`src/rtl/result_display_if.sv`:
```
// rtl/result_display_if.sv - result/display bundle between the controller and the display driver
//
// Signals:
//   result_valid   single-cycle strobe, result_in valid
//   result_in      classification result, 0-9 legal
//   clear          synchronous clear of history and flags
//   status_code    FSM status code shown by the overlay
//   show_status    1 = digit 0 shows status_code in hex
//   seg            segments {g,f,e,d,c,b,a}, active-low
//   an             digit anodes, active-low
//   decimalPoint   decimal point, active-low
//   history_count  number of valid history entries, 0-4
//   bad_result     sticky illegal-result flag
interface result_display_if;
  logic       result_valid;
  logic [3:0] result_in;
  logic       clear;
  logic [3:0] status_code;
  logic       show_status;
  logic [6:0] seg;
  logic [3:0] an;
  logic       decimalPoint;
  logic [2:0] history_count;
  logic       bad_result;

  modport master (
    output result_valid, result_in, clear, status_code, show_status,
    input  seg, an, decimalPoint, history_count, bad_result
  );

  modport slave (
    input  result_valid, result_in, clear, status_code, show_status,
    output seg, an, decimalPoint, history_count, bad_result
  );
endinterface

```
`src/rtl/result_display_driver.sv`:
```
// rtl/result_display_driver.sv - 4-deep result history multiplexed onto a 4-digit seven-segment display
//
// Ports:
//   clk   system clock
//   rst   synchronous reset, active-high
//   bus   result_display_if.slave: result strobe/value, clear, status overlay
//         controls in; seg/an/decimalPoint, history_count, bad_result out
//
// Newest result sits on an[3], oldest on an[0]. seg/an/decimalPoint are
// registered, so they show the state of the previous cycle.
module result_display_driver #(
  parameter int REFRESH_DIV  = 100000,
  parameter int BLANK_CYCLES = 16,
  parameter int NEW_HOLD     = 50000000
) (
  input  logic              clk,
  input  logic              rst,
  result_display_if.slave   bus
);

  localparam int CW = $clog2(REFRESH_DIV);
  localparam int NW = $clog2(NEW_HOLD + 1);
  localparam logic [CW-1:0] REFRESH_LAST = CW'(REFRESH_DIV - 1);
  localparam logic [CW-1:0] BLANK_END    = CW'(BLANK_CYCLES);
  localparam logic [NW-1:0] HOLD_LOAD    = NW'(NEW_HOLD);

  logic [CW-1:0] r_refresh_cnt;
  logic [1:0]    r_digit_sel;
  logic [3:0]    r_hist [4];
  logic [3:0]    r_hvalid;
  logic [2:0]    r_history_count;
  logic          r_bad_result;
  logic [NW-1:0] r_new_cnt;
  logic [6:0]    r_seg;
  logic [3:0]    r_an;
  logic          r_dp;

  logic          w_capture;
  logic          w_illegal;
  logic          w_show_status;
  logic [3:0]    w_code;
  logic [6:0]    w_seg_next;
  logic [3:0]    w_an_next;
  logic          w_dp_next;

  function automatic logic [6:0] seg_encode(input logic [3:0] v);
    case (v)
      4'h0: seg_encode = 7'h40;
      4'h1: seg_encode = 7'h79;
      4'h2: seg_encode = 7'h24;
      4'h3: seg_encode = 7'h30;
      4'h4: seg_encode = 7'h19;
      4'h5: seg_encode = 7'h12;
      4'h6: seg_encode = 7'h02;
      4'h7: seg_encode = 7'h78;
      4'h8: seg_encode = 7'h00;
      4'h9: seg_encode = 7'h10;
      4'hA: seg_encode = 7'h08;
      4'hB: seg_encode = 7'h03;
      4'hC: seg_encode = 7'h46;
      4'hD: seg_encode = 7'h21;
      4'hE: seg_encode = 7'h06;
      default: seg_encode = 7'h0E;
    endcase
  endfunction

  // Clear outranks any result arriving in the same cycle.
  assign w_capture = bus.result_valid && (bus.result_in <= 4'd9) && !bus.clear;
  assign w_illegal = bus.result_valid && (bus.result_in > 4'd9);

  // Scan timing keeps running through clear so the display never stalls.
  always_ff @(posedge clk) begin
    if (rst) begin
      r_refresh_cnt <= '0;
      r_digit_sel   <= 2'd0;
    end else if (r_refresh_cnt == REFRESH_LAST) begin
      r_refresh_cnt <= '0;
      r_digit_sel   <= r_digit_sel + 2'd1;
    end else begin
      r_refresh_cnt <= r_refresh_cnt + CW'(1);
    end
  end

  always_ff @(posedge clk) begin
    if (rst || bus.clear) begin
      for (int i = 0; i < 4; i++) r_hist[i] <= 4'd0;
      r_hvalid        <= 4'd0;
      r_history_count <= 3'd0;
      r_bad_result    <= 1'b0;
      r_new_cnt       <= '0;
    end else begin
      if (w_capture) begin
        r_hist[0]   <= r_hist[1];
        r_hist[1]   <= r_hist[2];
        r_hist[2]   <= r_hist[3];
        r_hist[3]   <= bus.result_in;
        r_hvalid    <= {1'b1, r_hvalid[3:1]};
        r_new_cnt   <= HOLD_LOAD;
        if (r_history_count != 3'd4) r_history_count <= r_history_count + 3'd1;
      end else if (r_new_cnt != '0) begin
        r_new_cnt <= r_new_cnt - NW'(1);
      end
      if (w_illegal) r_bad_result <= 1'b1;
    end
  end

  always_comb begin
    w_show_status = bus.show_status && (r_digit_sel == 2'd0);
    w_code        = w_show_status ? bus.status_code : r_hist[r_digit_sel];
    w_seg_next    = (w_show_status || r_hvalid[r_digit_sel]) ? seg_encode(w_code) : 7'h7F;
    w_an_next     = ~(4'b0001 << r_digit_sel);
    w_dp_next     = !((r_digit_sel == 2'd3) && (r_new_cnt != '0) && r_hvalid[3]);
    // Anti-ghosting: all anodes off at the start of every slot.
    if (r_refresh_cnt < BLANK_END) begin
      w_seg_next = 7'h7F;
      w_an_next  = 4'hF;
      w_dp_next  = 1'b1;
    end
  end

  always_ff @(posedge clk) begin
    if (rst) begin
      r_seg <= 7'h7F;
      r_an  <= 4'hF;
      r_dp  <= 1'b1;
    end else begin
      r_seg <= w_seg_next;
      r_an  <= w_an_next;
      r_dp  <= w_dp_next;
    end
  end

  assign bus.seg           = r_seg;
  assign bus.an            = r_an;
  assign bus.decimalPoint  = r_dp;
  assign bus.history_count = r_history_count;
  assign bus.bad_result    = r_bad_result;

endmodule

```
`src/flat_wrapper.sv`:
```
// flat-port wrapper written by rule: the top's interface ports become plain ports
module result_display_driver_flat 
#(
  parameter int REFRESH_DIV  = 100000,
  parameter int BLANK_CYCLES = 16,
  parameter int NEW_HOLD     = 50000000
)
  (clk, rst, bus_result_valid, bus_result_in, bus_clear, bus_status_code, bus_show_status, bus_seg, bus_an, bus_decimalPoint, bus_history_count, bus_bad_result);
  result_display_if bus_i ();
  input  logic clk;
  input  logic rst;
  input wire logic [$bits(bus_i.result_valid)-1:0] bus_result_valid;
  input wire logic [$bits(bus_i.result_in)-1:0] bus_result_in;
  input wire logic [$bits(bus_i.clear)-1:0] bus_clear;
  input wire logic [$bits(bus_i.status_code)-1:0] bus_status_code;
  input wire logic [$bits(bus_i.show_status)-1:0] bus_show_status;
  output wire logic [$bits(bus_i.seg)-1:0] bus_seg;
  output wire logic [$bits(bus_i.an)-1:0] bus_an;
  output wire logic [$bits(bus_i.decimalPoint)-1:0] bus_decimalPoint;
  output wire logic [$bits(bus_i.history_count)-1:0] bus_history_count;
  output wire logic [$bits(bus_i.bad_result)-1:0] bus_bad_result;
  assign bus_i.result_valid = bus_result_valid;
  assign bus_i.result_in = bus_result_in;
  assign bus_i.clear = bus_clear;
  assign bus_i.status_code = bus_status_code;
  assign bus_i.show_status = bus_show_status;
  assign bus_seg = bus_i.seg;
  assign bus_an = bus_i.an;
  assign bus_decimalPoint = bus_i.decimalPoint;
  assign bus_history_count = bus_i.history_count;
  assign bus_bad_result = bus_i.bad_result;
  result_display_driver #(.REFRESH_DIV(REFRESH_DIV), .BLANK_CYCLES(BLANK_CYCLES), .NEW_HOLD(NEW_HOLD)) u_core (.clk(clk), .rst(rst), .bus(bus_i));
endmodule
```
`config.mk`:
```
export PLATFORM = sky130hd
export DESIGN_NAME = result_display_driver_flat
export DESIGN_NICKNAME = d
export VERILOG_FILES = /design/src/rtl/result_display_if.sv /design/src/rtl/result_display_driver.sv /design/src/flat_wrapper.sv
export SDC_FILE = /design/constraint.sdc
export NUM_CORES = 1
export LEC_CHECK = 0
export ABC_AREA = 1
export CORE_UTILIZATION = 59
export CTS_CLUSTER_DIAMETER = 120
export CTS_CLUSTER_SIZE = 16
export DETAILED_ROUTE_END_ITERATION = 7
export PLACE_DENSITY = 0.8
export SLEW_MARGIN = 5
export SYNTH_ARGS = -nofsm -noshare
export SYNTH_HDL_FRONTEND = slang
export SYNTH_SLANG_ARGS = --single-unit
```
`constraint.sdc`:
```
create_clock -name clk -period 2.47 [get_ports clk]
set_clock_uncertainty 0.2 [all_clocks]
set_input_delay 0.494 -clock clk [delete_from_list [all_inputs] [get_ports clk]]
set_output_delay 0.494 -clock clk [all_outputs]
set_load 0.03 [all_outputs]
```
**Run 1: gate families picked out**

Bar = 20 um.
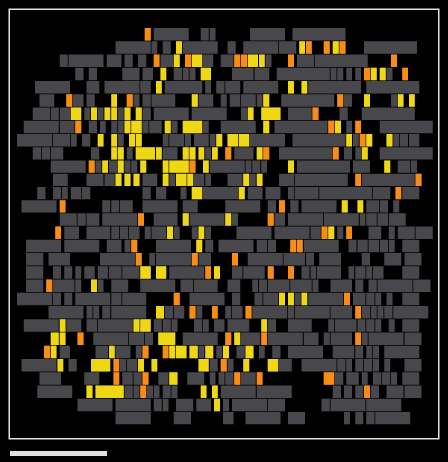
legend:
  nor cells:
    colour: yellow
    cells: 117
  inv cells:
    colour: orange
    cells: 67
    where: spread over the die
Top cell excl fill/tap: sky130_fd_sc_hd__nand2_1
Final Instance Count excl. Fillers: 703
fraction of area in multi-input gates: 0.447

**Run 1: placed cells, one colour a class**

Bar = 20 um. Fill, decap, tap and diode cells in grey.
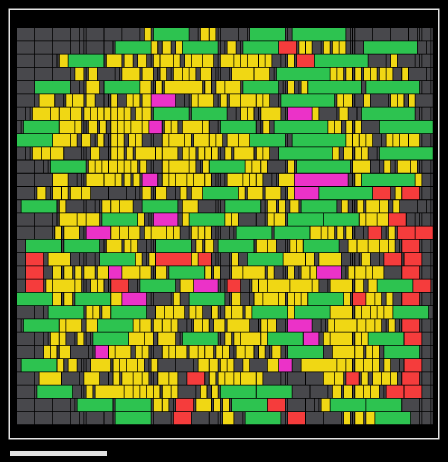
legend:
  clock drivers and dummy loads:
    colour: magenta
    cells: 16
    share_of_their_area: 4.2%
  remaining buffers and delay cells:
    colour: red
    cells: 34
    share_of_their_area: 7.0%
  remaining logic cells:
    colour: yellow
    cells: 474
    share_of_their_area: 51%
  sequential cells:
    colour: green
    cells: 83
    share_of_their_area: 38%
sequential cell area share: 0.368
row cnt: 30

**Run 1: wiring by layer**

Bar = 20 um.
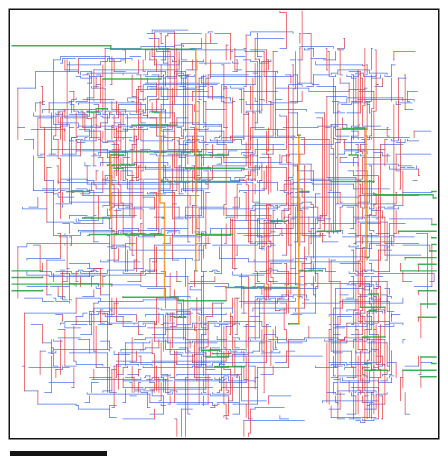
legend:
  M1:
    colour: blue
    wire_length: 4170 um
  M4:
    colour: orange
    wire_length: 163 um
  M2:
    colour: red
    wire_length: 4210 um
  M3:
    colour: green
    wire_length: 380 um
total via count in the routed design: 3720
mean routed wirelength per cell: 12.7 um
all-layer global routing usage: 0.247
routed wire length: 8.92 mm

==> run summary, run 1 <==
Flow results.

- The final hold violation count is 0.
- The fraction of layout instances using a drive strength above 1 is 0.142.
- The synthesis report lists the Yosys warning total as 0.
- The largest power group is combinational cells.
- The origin of the worst min-delay path is u_core.r_refresh_cnt[0].
- The number of warning messages in the logs is 35.
- For reference, the top cells by area after synthesis are sky130_fd_sc_hd__dfxtp_1, sky130_fd_sc_hd__edfxtp_1, sky130_fd_sc_hd__nand2_1.
- The die width is 87.9 um.
- The total die size is 0.00773 sq mm.
- The worst slew margin relative to its limit is 0.650.
- The height of the chip is 87.9 um.
- The TritonCTS clock tree is yes.
- The layer with the highest usage after global routing is met2.
- The post-layout period usage of the worst path is 0.886.
- The first global-routing pass estimated 14.7 mm of wire.
- The number of clock sinks came to 83.
- Fill cells in the final layout number 585.
- After layout, the design draws a total of 0.00433 W.
- The ratio of total power to cell area is 876 mW/mm^2.
- The post-synth register bit count is 83.
- The post-cts hold-fix buffer tally is 0.
- CTS added clock buffers totalling 9.
- Per the finish-stage timing summary, setup violations number 0.
- The detailed router reports a met3 wire length of 379 um.
- The number of antenna violations at the first check in global routing came to 0.
- In the floorplan report the effective utilization is 0.624.
- The via count of the first global-routing pass is 3382.
- Hold timing on the final database bottoms out at a slack of 248 ps.
- The largest net degree at the start of global routing is 34.
- The routed layout reports a DRC error count of 0.
- The transition time of the tightest slew-check pin is 525 ps.
- In this run the count of I/O pins placed on the die edge is 29.
- The final critical-path required period is 2190 ps.
- The net switching power in the latest report is 0.00174 W.
- The maximum level of the CTS H-tree is 3.
- A synthesized cell averages 7.69 sq um.
- The largest register by flop count is u_core.r_new_cnt.
- The internal power is 0.00259 W.
- The share of total power dissipated in combinational logic is 0.403.
- The power report attributes to the sequential group a share of 0.367.
- Wire segments on met2 add up to 4.21 mm in the final route.
- The post-synth design cell area is 0.00436 sq mm.
- On the reported timing paths, the clock transition at the registers reads 90 ps.
- The post-CTS setup repair buffer count is 0.
- The biggest fanout along the worst timing path is 14.
- The top metal layer carrying routed signals is met4.
- STA puts the critical path data arrival time at 2220 ps.
- The count of pins over their slew limit is 0.
- From synthesis to final layout, the design area changed by 13.5%.
- The final RePlAce weighted congestion is 0.955.
- In this run, distinct cell masters in the synthesized netlist total 43.
- Input and output buffers added on the ports amount to 28.
- The count of max-cap constraint violations is 0.
- Per the post-synthesis report, the nets total 594.
- The synthesized design contains 16 enable-type register cells.
- The slack of the worst reg-to-reg path is 280 ps.
- The required time of the critical path is 2500 ps.
- The combinational power reported by the tool is 0.00175 W.
- The standard cell core area is 0.00698 sq mm.
- For this run, the detailed router reports a per-instance via density of 5.29.
- In this run the worst hold path is classified as flop to flop.
- The flip-flop count of the largest register, all copies and words added is 26.
- After clock tree synthesis, the repair step resized 0 gates.
- The share of the yosys chip area belonging to registers is 0.418.
- The total negative setup slack is 0 ps.
- Setup repair after global routing left no endpoint under its margin.
- The power report lists the clock group at 0.000995 W.
- The dominant cell type by area after synthesis is sky130_fd_sc_hd__dfxtp_1.
- The share of total power dissipated in the clock network is 0.230.
- For this run, global-route usage on met3 was measured as 0.0452.
- The total overflow left after global routing is 0.
- The registers reported with the highest flop counts are u_core.r_new_cnt x26, u_core.r_refresh_cnt x17, u_core.r_hist x16.
- Ranking logic cells in the layout by count gives the top entries sky130_fd_sc_hd__nand2_1, sky130_fd_sc_hd__nor2_1, sky130_fd_sc_hd__dfxtp_1.
- STA classifies the critical path startpoint as a flop.
- The worst setup path is captured at a flop.
- The count of antenna-violating nets left after detailed routing is 0.
- The first detailed-routing pass ran for 4 iterations.
- The number of placed instances, taps included is 687.
- The yosys cell count is 567.
- The share of the synthesized area in the top cell type is 0.308.
- The worst-case clock buffer depth is 2.
- The library cell with the highest instance count after synthesis is sky130_fd_sc_hd__nand2_1.
- The sequential power is 0.00159 W.
- Of the total power, the share spent switching nets is 0.402.
- Looking at the cell usage after synthesis, the top flip-flop cell is sky130_fd_sc_hd__dfxtp_1.
- The maximum clock frequency is 457 MHz.
- The clock latency on the worst-skew pair is 350 ps.
- Routing resource usage on met1 recorded by global route was 0.313.
- After legalization and detailed placement, the total HPWL measured 6.50 mm.
- The number of instances in the synthesized netlist is 567.
- The summed standard-cell area reported by yosys is 0.00436 sq mm.
- The violation tally recorded at the end of detailed-routing iteration 0 is 180.
- The detailed router put a total of 4.17 mm of wire on met1.
- The critical path start-end classification is flop to flop.
- The worst-case vdd ir drop is 0.000627 V.
- The final antenna diode tally reported by the flow is 0.
- Per the OpenROAD power report, leakage power amounts to 2.09 nW.
- The final net count is 629.
- The run finished with clean final reports.
- The met2 track utilization from global routing is 0.414.
- The share of synthesized registers carrying an async set or reset is 0.
- The commonest cells after synthesis are sky130_fd_sc_hd__nand2_1, sky130_fd_sc_hd__nor2_1, sky130_fd_sc_hd__dfxtp_1, sky130_fd_sc_hd__nand3_1, sky130_fd_sc_hd__inv_1.
## run 1: final timing paths
kind	to	cells after the start
worst min register to register	u_core.r_refresh_cnt[0]	1
worst max-delay path	u_core.bus.seg[3]	11
worst max register to register	u_core.bus.seg[3]	11
worst min-delay path	u_core.r_refresh_cnt[0]	1
## run 1: worst max-delay path, stage by stage (launching register included)
cell	delay, ps
sky130_fd_sc_hd__dfxtp_1	610
sky130_fd_sc_hd__inv_1	140
sky130_fd_sc_hd__nand2_1	100
sky130_fd_sc_hd__nand3_1	110
sky130_fd_sc_hd__nand3_1	110
sky130_fd_sc_hd__nand2_1	80
sky130_fd_sc_hd__buf_4	160
sky130_fd_sc_hd__ha_1	260
sky130_fd_sc_hd__inv_1	100
sky130_fd_sc_hd__nand2_1	50
sky130_fd_sc_hd__nand3_1	60
sky130_fd_sc_hd__nand3_1	70
## run 1: logic make-up after synthesis
family / after synthesis / synth area share
fa+ha+maj: 14 / 0.0402
flops: 83 / 0.418
buf+inv: 77 / 0.0744
compound gates: 52 / 0.0732
simple gates: 323 / 0.358
xor+xnor: 18 / 0.0362
## run 1: layout make-up
class | count | area (sq um) | area share
clock buffers | 9 | 124 | 0.0250
inverters | 67 | 254 | 0.0513
multi-input cells | 407 | 2210 | 0.447
clock inverters | 7 | 77.6 | 0.0157
flip-flops and latches | 83 | 1820 | 0.368
well taps | 96 | 120 | 0.0243
repair buffers | 34 | 338 | 0.0683
## run 1: per-stage QoR
stage	area (sq um)	util	worst slack, ps
after floorplan	4360	-	418
after global placement	4750	0.680	117
after detailed placement	4750	0.680	16.8
after CTS	4950	0.709	288
after global routing	4950	0.709	141
final	4950	0.709	281
**Run 1: M4 wires**

Bar = 20 um.
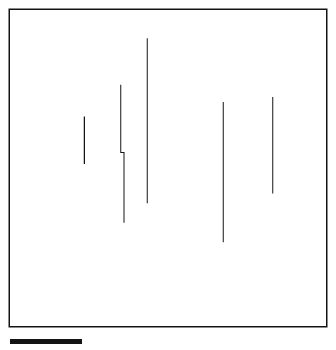

## Run 2: what changed since run 1
Settings changed: CORE_UTILIZATION 59 to 64, PLACE_DENSITY 0.8 to 0.85.
Clock period 2.47 ns to 2.6 ns, I/O delays scaled along.
**Run 2: M4 wires**

Bar = 20 um.
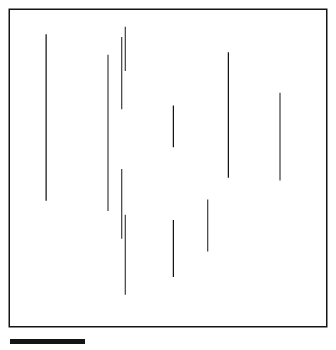
main direction: vertical
share of all routed wire: 2.7%
total via count in the routed design: 3774
routed wire length: 9.18 mm

==> run 2 against run 1 <==
The flow now finishes with violations (design-rule violations); synthesized cell count unchanged; via count rose by 1.5%; combinational power down 4%; die area is 7.6% lower; critical path depth shrank 2; register-to-register slack better by 50 ps; wire length up 2.9%; clock power up about 10%; cell count down 2.8%; fmax shrank 3.4%; global-route usage rose by 2.7 points; critical endpoint is now u_core.bus.seg[4]; largest power group unchanged; highest routed layer unchanged.
==> run summary, run 2 <==
Flow results.

- The height of the chip is 84.5 um.
- The DRC violation total left in the routed layout is recorded as 3.
- Summed over all failing endpoints, the final setup total negative slack is 0 ps.
- The number of antenna violations at the first check in global routing came to 0.
- The post-cts hold-fix buffer tally is 0.
- The count of pins over their slew limit is 0.
- The number of warning messages in the logs is 35.
- The die width is 84.5 um.
- Per the timing report, the biggest fanout along the worst path comes to 10.
- The tally of unique sky130hd cells used after synthesis is 43.
- The worst setup path is of the flop to flop kind.
- In the post-synthesis netlist, the biggest area contributors are sky130_fd_sc_hd__dfxtp_1, sky130_fd_sc_hd__edfxtp_1, sky130_fd_sc_hd__nand2_1.
- The final layout report lists a filler cell count of 484.
- The share of the yosys chip area belonging to registers is 0.418.
- The synthesized-area fraction occupied by ao, oa, aoi and oai cells is 0.0732.
- The post-synthesis mux area share is 0.
- The number of nets produced by synthesis is 594.
- The repair_antennas step left the layout with diodes totalling 0.
- The commonest cells after synthesis are sky130_fd_sc_hd__nand2_1, sky130_fd_sc_hd__nor2_1, sky130_fd_sc_hd__dfxtp_1, sky130_fd_sc_hd__nand3_1, sky130_fd_sc_hd__inv_1.
- Per the final timing report, the hold violations number 0.
- The number of instances in the synthesized netlist is 567.
- The launching element type of the critical path is a flop.
- The Yosys step of the flow raised 0 warnings.
- After global routing the overflow that remains totals 0.
- The power report attributes to the combinational group a share of 0.390.
- Setup repair after global routing left no endpoint under its margin.
- After synthesis the cells add up to 0.00436 sq mm.
- Among all cell types in the netlist, the one instantiated most often is sky130_fd_sc_hd__nand2_1.
- Compared with the post-synthesis result, the final layout area differs by 13.7%.
- The initial utilization of the core area, before any placement, comes to 0.675.
- The count of port buffers added during placement is 28.
- Endpoints with negative setup slack in the final report add up to 0.
- The register containing the most flip-flops in the final layout is u_core.r_new_cnt.
- For this design, the slowest cell found on the critical path is sky130_fd_sc_hd__or2_0.
- Hold timing on the final database bottoms out at a slack of 251 ps.
- The largest stage delay on the critical path is 510 ps.
- The worst pin sits at a relative slew slack of 0.605.
- The count of nets left with antenna violations once routing finished came out at 0.
- The final RePlAce weighted congestion is 0.904.
- For this design the ratio of total power to cell area is 869 mW/mm^2.
- The synthesis-stage register bit count is 83.
- The most used flip-flop cell after synthesis is sky130_fd_sc_hd__dfxtp_1.
- The worst min-delay path class is flop to flop.
- The wire-length estimate of the detail-placed layout is 6.59 mm.
- Counting I/O delays and the setup requirement, the final critical path takes 2270 ps.
- The internal power is 0.00265 W.
- The share of synthesized registers carrying an async set or reset is 0.
- According to the timing report, the arrival time at the worst endpoint equals 2290 ps.
- The first global-routing pass estimated 15.6 mm of wire.
- The run finished, with violations left.
- The checks that failed: design-rule violations.
- The clock net in this run drives a total of 83 sinks.
- For the worst-skew pair, the clock arrives at the later sink with an insertion delay of 360 ps.
- The synthesis run identifies the leading combinational cell family as simple AND/OR/NAND/NOR gates.
- The kind of end point of the critical path is a flop.
- The registers reported with the highest flop counts are u_core.r_new_cnt x26, u_core.r_refresh_cnt x17, u_core.r_hist x16.
- Switching power as a fraction of the total was reported as 0.385.
- The post-cts resize count is 0.
- The yosys cell count is 567.
- The share of the synthesized area in the top cell type is 0.308.
- Walking the worst path, the cells encountered are inv_2, ha_1, nand2_2, or2_0, nand2_8, inv_4, nand2_1, nand3_1, nand3_1.
- The timing report attributes the biggest portion of critical-path delay to simple AND/OR/NAND/NOR gates.
- Yosys mapped a number of flops with a built-in enable equal to 16.
- The number of top-level pins is 29.
- The register with the most flip-flops in the layout has 26 of them.
- The switching power summed over all nets is 0.00166 W.
- Per the OpenROAD power report, leakage power amounts to 2.11 nW.
- In the final layout, the share of cells above drive strength 1 is 0.139.
- Of the total power, registers draw 0.352.
- The largest net degree at the start of global routing is 34.
- The worst-case IR drop observed on VDD is 0.000630 V.
- The most prevalent standard cell on the critical path is sky130_fd_sc_hd__nand3_1.
- The final instance count without filler cells is 683.
- The TritonCTS clock tree is yes.
- The post-synthesis average cell area is 7.69 sq um.
- The adder and majority cell fraction of the synthesized area is 0.0402.
- The maximum clock frequency is 441 MHz.
- The number of detailed-route iterations in the first pass is 7.
- Using the TritonRoute via totals, the vias-per-cell ratio works out to 5.53.
- The summed standard-cell area reported by yosys is 0.00436 sq mm.
**Run 2: placed cells, one colour a class**

Bar = 20 um. Fill, decap, tap and diode cells in grey.
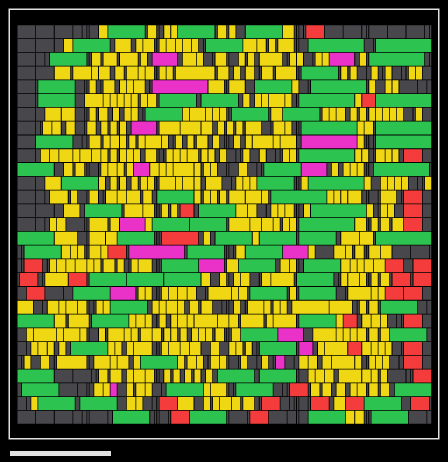
legend:
  sequential cells:
    colour: green
    cells: 83
    share_of_their_area: 38%
  clock drivers and dummy loads:
    colour: magenta
    cells: 16
    share_of_their_area: 4.9%
  remaining buffers and delay cells:
    colour: red
    cells: 33
    share_of_their_area: 6.8%
  remaining logic cells:
    colour: yellow
    cells: 474
    share_of_their_area: 51%
row cnt: 29
final non-filler cell area: 0.00495 sq mm
area of the core region: 0.00646 sq mm

==> run 2: cell counts after synthesis <==
No cell type changed its count.
==> run 2: layer usage <==
metal,global-route usage,wire [um],vias to the layer above
li1,-,-,1902
met5,0,0,-
met3,0.0570,531,26
met2,0.461,4390,113
met4,0.148,251,0
met1,0.330,4010,1733
==> run 2: final timing paths <==
kind | depth (start not counted) | slack [ps] | from | end
worst max-delay path | 9 | 330 | u_core.r_digit_sel[0] | u_core.bus.seg[4]
worst min-delay path | 1 | 250 | u_core.r_hvalid[3] | u_core.bus.decimalPoint
worst max register to register | 9 | 330 | u_core.r_digit_sel[0] | u_core.bus.seg[4]
worst min register to register | 1 | 250 | u_core.r_hvalid[3] | u_core.bus.decimalPoint
==> run 2: logic make-up after synthesis <==
group / Yosys count
adder cells (fa/ha/maj): 14
flip-flops: 83
AND-OR/OR-AND: 52
AND/OR/NAND/NOR: 323
XOR/XNOR: 18
buffers and inverters: 77
==> run 2: layout make-up <==
cell class,count,area (sq um),share of cell area
clock buffers,9,124,0.0250
clock inverters,7,115,0.0232
inverters,67,254,0.0513
multi-input cells,407,2210,0.447
flip-flops and latches,83,1820,0.368
well taps,77,96.3,0.0194
repair buffers,33,330,0.0667
==> run 2: power by group through the flow <==
stage               clock network, W  registers, W  logic [W]
floorplan                          0       0.00152    0.00139
global placement                   0       0.00154    0.00158
detailed placement                 0       0.00154    0.00164
CTS                          0.00112       0.00151    0.00167
global route                 0.00118       0.00153    0.00189
finish                       0.00111       0.00151    0.00168
==> run 2: stage by stage <==
step	setup WS, ps	util	cell area [sq um]
2_1_floorplan	548	-	4360
3_3_place_gp	183	0.730	4710
3_5_place_dp	107	0.730	4710
4_1_cts	364	0.767	4950
5_1_grt	213	0.767	4950
6_report	334	0.767	4950
## Run 3: what changed since run 2
Settings changed: SETUP_SLACK_MARGIN set to 0.05.
==> run 3 against run 2 <==
Worst hold slack did not move; highest routed layer unchanged; via count did not move; register-to-register slack barely moved; the run still ends with design-rule violations left; critical endpoint unchanged; non-clock buffer count did not move; area after synthesis did not move; wire length did not move; count of clock-buffer cells in the layout did not move; critical path depth did not move.
==> run summary, run 3 <==
Flow results.

- The run finished, with violations left.
- The checks that failed: design-rule violations.
- The registers reported with the highest flop counts are u_core.r_new_cnt x26, u_core.r_refresh_cnt x17, u_core.r_hist x16.
- STA reports the tightest min-delay check as being of type flop to flop.
- For this block, the routed nets add up to 9.18 mm of wire.
- The final timing report gives a worst setup slack of 334 ps.
- In this run the mean area of a mapped cell was 7.69 sq um.
- Sequential cells consume a total of 0.00151 W.
- The setup check on the worst reg-to-reg path leaves a slack of 330 ps.
- The total CTS buffers is 9.
- The TritonCTS clock tree is yes.
- The synthesized design contains 16 enable-type register cells.
- The combinational fraction of design power is 0.390.
- The via count of the first global-routing pass is 3666.
- The power drawn by the combinational cells is 0.00168 W.
- The maximum clock frequency is 441 MHz.
- Per the OpenROAD floorplan log, the area of the die is 0.00714 sq mm.
- The warning tally printed by Yosys for this design is 0.
- The origin of the worst min-delay path is u_core.r_hvalid[3].
- Entering global routing, the biggest net connects 34 pins.
- The clock input transition at the sequential cells of the worst setup and hold paths is 80 ps.
- For reference, the most critical setup path is categorized as flop to flop.
- The adder and majority cell fraction of the synthesized area is 0.0402.
- The count of pins over their slew limit is 0.
- The synthesis report lists the most area-consuming cells as sky130_fd_sc_hd__dfxtp_1, sky130_fd_sc_hd__edfxtp_1, sky130_fd_sc_hd__nand2_1.
- The number of antenna violations at the first check in global routing is 0.
- The power report attributes to the clock group a share of 0.258.
- The final report gives the standard cell area, fillers excluded, as 0.00495 sq mm.
- From left edge to right edge, the die measures 84.5 um.
- Summed over all instances, the cell type with the most area after synthesis is sky130_fd_sc_hd__dfxtp_1.
- Once placement finished, the instance area stood at 0.00471 sq mm.
- The switching power summed over all nets is 0.00166 W.
- The post-detailed-route DRC marker count is 3.
- The met2 track utilization from global routing is 0.461.
- The most common logic cells in the final layout are sky130_fd_sc_hd__nand2_1, sky130_fd_sc_hd__nor2_1, sky130_fd_sc_hd__dfxtp_1.
- STA on the placed design reports a worst setup slack of 107 ps.
- The count of max-cap constraint violations is 0.
- The count of antenna-violating nets left after detailed routing is 0.
- The synthesis stat section lists a flop and latch total of 83.
- The post-layout period usage of the worst path is 0.872.
- The number of placed instances, taps included is 667.
- The total clock network power is 0.00111 W.
- Per the synthesis report, the number of distinct cell types is 43.
- Per the timing report, the most critical flop-to-flop path finishes at u_core.bus.seg[4].
- The worst register-to-register path depth is 9.
- For the worst setup path, the data arrival time is 2290 ps.
- The flip-flop count of the largest register, all copies and words added is 26.
- The final count of negative-setup-slack endpoints is 0.
- The startpoint of the worst register-to-register path is u_core.r_digit_sel[0].
- The final report gives the core utilization as 0.767.
- According to the floorplan report, the placeable core area is 0.00646 sq mm.
- The clock latency on the worst-skew pair is 360 ps.
- The first-pass GRT wire length is 15.6 mm.
- The post-synth design cell area is 0.00436 sq mm.
- Per the synthesis report, the simple-gate share of the synthesized area is 0.358.
- The share of the synthesized area in the top cell type is 0.308.
- The script computed the net switching share of total power as 0.385.
- The met1 capacity usage during global routing is 0.330.
- The count of port buffers added during placement is 28.
- The sequential standard cell area is 0.00182 sq mm.
- The via density per instance is 5.53.
- Per the final layout report, the fraction of cells sized above drive strength 1 comes to 0.139.
- The library cell with the highest instance count after synthesis is sky130_fd_sc_hd__nand2_1.
- The required time of the critical path is 2620 ps.
- The via count of the routed design is 3774.
- The area used by multi-input combinational logic is 0.00221 sq mm.
- The share of power burned in registers is 0.352.
- The number of detailed-route iterations in the first pass is 7.
- The growth of design area from synthesis to finish is 13.7%.
- The effective utilization at floorplan is 0.675.
- The launch point of the critical path was reported as u_core.r_digit_sel[0].
- The biggest fanout along the worst timing path is 10.
- Per the post-synthesis report, the nets total 594.
- The post-detailed-route wirelength per cell is 13.4 um.
- The final net count is 628.
- Total global-route track usage over all layers is 0.274.
- The synthesized-area fraction occupied by ao, oa, aoi and oai cells is 0.0732.
- Counting every instance in the synthesized netlist gives 567.
- The post-cts resize count is 0.
- The kind of end point of the critical path is a flop.
- The share of synthesized registers carrying an async set or reset is 0.
- The post-CTS setup repair buffer count is 0.
- The total leakage power is 2.11 nW.
- On the final layout, the worst hold slack is 251 ps.
- The biggest slice of the total power is consumed by combinational cells.
- Measured against the total synthesized area, the mux share comes to 0.
- The most used flip-flop cell after synthesis is sky130_fd_sc_hd__dfxtp_1.
- Hold-check failures listed in the final report amount to 0.
- The slew check shows that the tightest pin keeps a relative margin of 0.605.
- The number of top-level pins is 29.
- Per the CTS log, the buffer count on the longest clock path is 2.
- Setup repair after global routing left no endpoint under its margin.
- The internal power is 0.00265 W.
- The placement row count is 29.
- The layout has 484 filler cells.
- The report lists the power per cell area as 869 mW/mm^2.
- The number of warning messages in the logs is 35.
- Per the synthesis report, the XOR/XNOR share of the synthesized area is 0.0362.
- For this run, the chip area from Yosys synthesis comes to 0.00436 sq mm.
- The total power is 0.00430 W.
- met3 track demand over resource after global routing is 0.0570.
- For this block, the initial DRC count from the detailed router was 196.
- The final critical-path required period is 2270 ps.
- The worst-case vdd ir drop is 0.000630 V.
- The register containing the most flip-flops in the final layout is u_core.r_new_cnt.
- The worst setup path is launched from a flop.
- The total half-perimeter wirelength after legalization and detailed placement is 6.59 mm.
- Summed over all failing endpoints, the final setup total negative slack is 0 ps.
- The post-cts hold-fix buffer tally is 0.
- The final RePlAce weighted congestion is 0.904.
- met2 is the most crowded layer.
- The largest family of logic cells by area is simple AND/OR/NAND/NOR gates.
- The maximum level of the CTS H-tree is 3.
- The count of antenna diodes in the layout is 0.
[run 3: cell counts in the layout (fill, tap and decap cells not counted)]
No cell type changed its count.
[run 3: how the worst min path moves through the flow]
| stage | to | slack, ps | depth (start not counted) |
|---|---|---|---|
| 2_1_floorplan | u_core.bus.decimalPoint | 190 | 1 |
| 6_report | u_core.bus.decimalPoint | 250 | 1 |
| 3_3_place_gp | u_core.r_refresh_cnt[0] | 230 | 1 |
| 3_5_place_dp | u_core.bus.decimalPoint | 230 | 1 |
| 5_1_grt | u_core.bus.decimalPoint | 260 | 1 |
| 4_1_cts | u_core.bus.decimalPoint | 250 | 1 |
[run 3: cells by family after synthesis]
kind of cell | Yosys count
AOI/OAI and AO/OA | 52
buffers and inverters | 77
xor gates and xnor gates | 18
and+or+nand+nor | 323
DFF | 83
adders and majority gates | 14
[run 3: critical path: stages, from the launching register on]
cell	delay, ps
sky130_fd_sc_hd__dfxtp_1	480
sky130_fd_sc_hd__inv_2	100
sky130_fd_sc_hd__ha_1	260
sky130_fd_sc_hd__nand2_2	180
sky130_fd_sc_hd__or2_0	510
sky130_fd_sc_hd__nand2_8	140
sky130_fd_sc_hd__inv_4	110
sky130_fd_sc_hd__nand2_1	50
sky130_fd_sc_hd__nand3_1	60
sky130_fd_sc_hd__nand3_1	60
[run 3: layout make-up]
class                   instances  share of cell area
clock buffers                   9              0.0250
flip-flops and latches         83               0.368
multi-input cells             407               0.447
repair buffers                 33              0.0667
well taps                      77              0.0194
inverters                      67              0.0513
clock inverters                 7              0.0232
[run 3: layer usage]
metal / vias to the layer above / part of all wire
met1: 1733 / 0.44
met2: 113 / 0.48
met3: 26 / 0.058
met4: 0 / 0.027
met5: - / 0
li1: 1902 / -
**Run 3: gate families picked out**

Bar = 20 um.
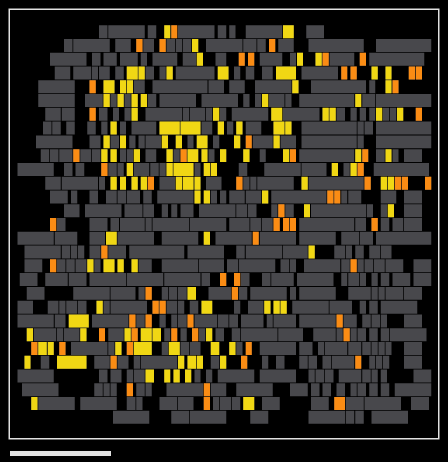
legend:
  nor cells:
    colour: yellow
    cells: 117
  inv cells:
    colour: orange
    cells: 67
    where: spread over the die
fraction of area in multi-input gates: 0.447
Final Instance Count excl. Fillers: 683

**Run 3: M4 wires**

Bar = 20 um.
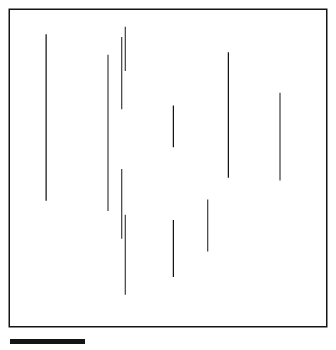
main direction: vertical
wire length on this layer: 252 um
longest straight run: 44.2 um

Power is estimated from default activity; no workload was simulated.
